Design spi_controller, sky130hd; sources not shown.
Figure 1. Drive-strength map.
Scale bar: 20 um.
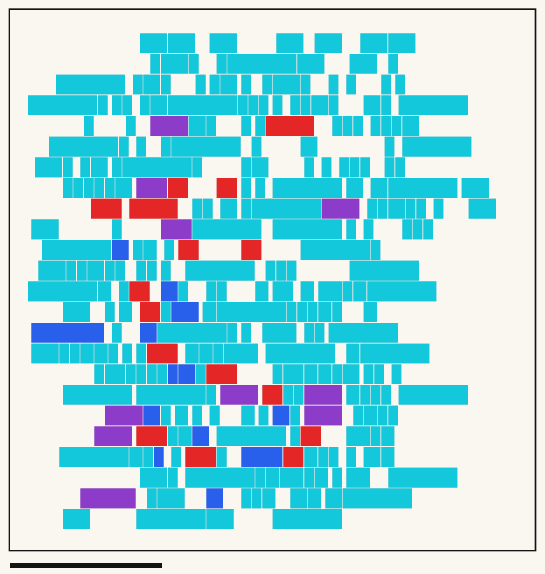
| size | color | cells | share |
|---|---|---|---|
| x2 | blue | 13 | 4.2% |
| x6 and larger | purple | 10 | 3.3% |
| x3 and x4 | red | 16 | 5.2% |
| x1 and smaller | cyan | 267 | 87% |
Non-CTS buffers: 34
Final Instance Area: 2490 um^2

Figure 2. Cell placement.
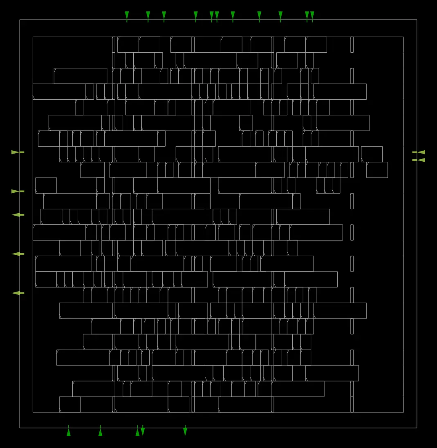
area of the core: 4200 um^2
cell row count: 24

==> summary.txt <==
This note records the results obtained with Yosys and OpenROAD.

Outcome
The flow ran to the end, and the final reports show no timing, DRC or antenna violations.

Synthesis
The area fraction of the dominant cell type after synthesis is 0.437. sky130_fd_sc_hd__nand2_1 is the most common cell in the netlist. The post-synthesis cell type count is 25. The cell type with the largest total area is sky130_fd_sc_hd__dfrtp_1.

The number of synthesized register bits is 36. Synthesis produced a netlist whose cell count is 272. The number of cells reported by Yosys stat comes to 272.

Drt
Wires add up to 4610 um. The via count is 1,938.

CTS
The root buffer selected by CTS is sky130_fd_sc_hd__clkbuf_8. The clock latency at the later pin of the worst-skew pair is about 0.3 ns. The number of CTS-inserted buffers is 5.

Critical path
The timing report shows that the slowest cell on the worst path is sky130_fd_sc_hd__dfstp_2. On the worst path, the slowest cell contributes a delay of ~0.53 ns. Looking at the setup timing report, the critical path kind is reg2out. Together, buffers and inverters on the worst path number 1. The arrival time at the worst endpoint is around 1.4 ns.

Placed design
The sum of net half-perimeters after detailed placement is just over 3000 um.

Floorplanning
The die is about 70 um wide.

Global routing
The overflow left after global routing is 0.

Final timing
The number of hold-slack violations in the final timing report is 0. The number of setup violations in the final report is 0. Setup repair after global routing could not meet its margin everywhere.

On the final layout, the worst clock skew is slightly above 0.007 ns.

Pwr
The leakage component of the power is about 1.3 nW. The cell area power density is 1890 nW/um^2.

Flow run
The count of tool warnings is 27.
[logic make-up after synthesis]
family / after synthesis / synth area share
flip-flops: 36 / 0.450
AND/OR/NAND/NOR: 187 / 0.408
XOR/XNOR: 4 / 0.0175
buffers and inverters: 26 / 0.0606
adder cells (fa/ha/maj): 3 / 0.0187
AND-OR/OR-AND: 16 / 0.0443
[per-layer routing]
metal / track usage / routed length [um] / share of wire / vias up
li1: - / - / - / 948
met1: 0.255 / 2110 / 0.46 / 934
met2: 0.315 / 2210 / 0.48 / 45
met3: 0.0456 / 208 / 0.045 / 11
met4: 0.0610 / 89 / 0.019 / 0
met5: 0 / 0 / 0 / -
[report_power, final]
part | internal [W] | switching (W)
Clock | 0.000401 | 0.000350
Sequential | 0.00130 | 0.000233
Combinational | 0.000917 | 0.00151
Total | 0.00262 | 0.00209
[repair_timing]
item | CTS | global route
buffers inserted | 0 | 1
endpoints found under the setup margin | 0 | 28
gates resized | 0 | 15
[final cells by class]
type / count / area (um^2)
Tap cell: 52 / 65.1
Fill cell: 365 / 1710
Clock buffer: 7 / 96.3
Sequential cell: 36 / 902
Timing Repair Buffer: 34 / 330
Multi-Input combinational cell: 211 / 1030
Inverter: 18 / 67.6
[per-stage QoR]
stage / util / cell area, um^2 / total power (W) / std cells / hold WS [ns]
6_report: 0.593 / 2490 / 0.00471 / 358 / 0.216
5_1_grt: 0.593 / 2490 / 0.00511 / 358 / 0.250
4_1_cts: 0.577 / 2430 / 0.00450 / 356 / 0.235
3_5_place_dp: 0.554 / 2330 / 0.00375 / 349 / 0.455
3_3_place_gp: 0.554 / 2330 / 0.00370 / 349 / 0.450
2_1_floorplan: - / 2000 / 0.00314 / 272 / -0.143
No activity file was given, so power comes from the tool's default toggle rates.
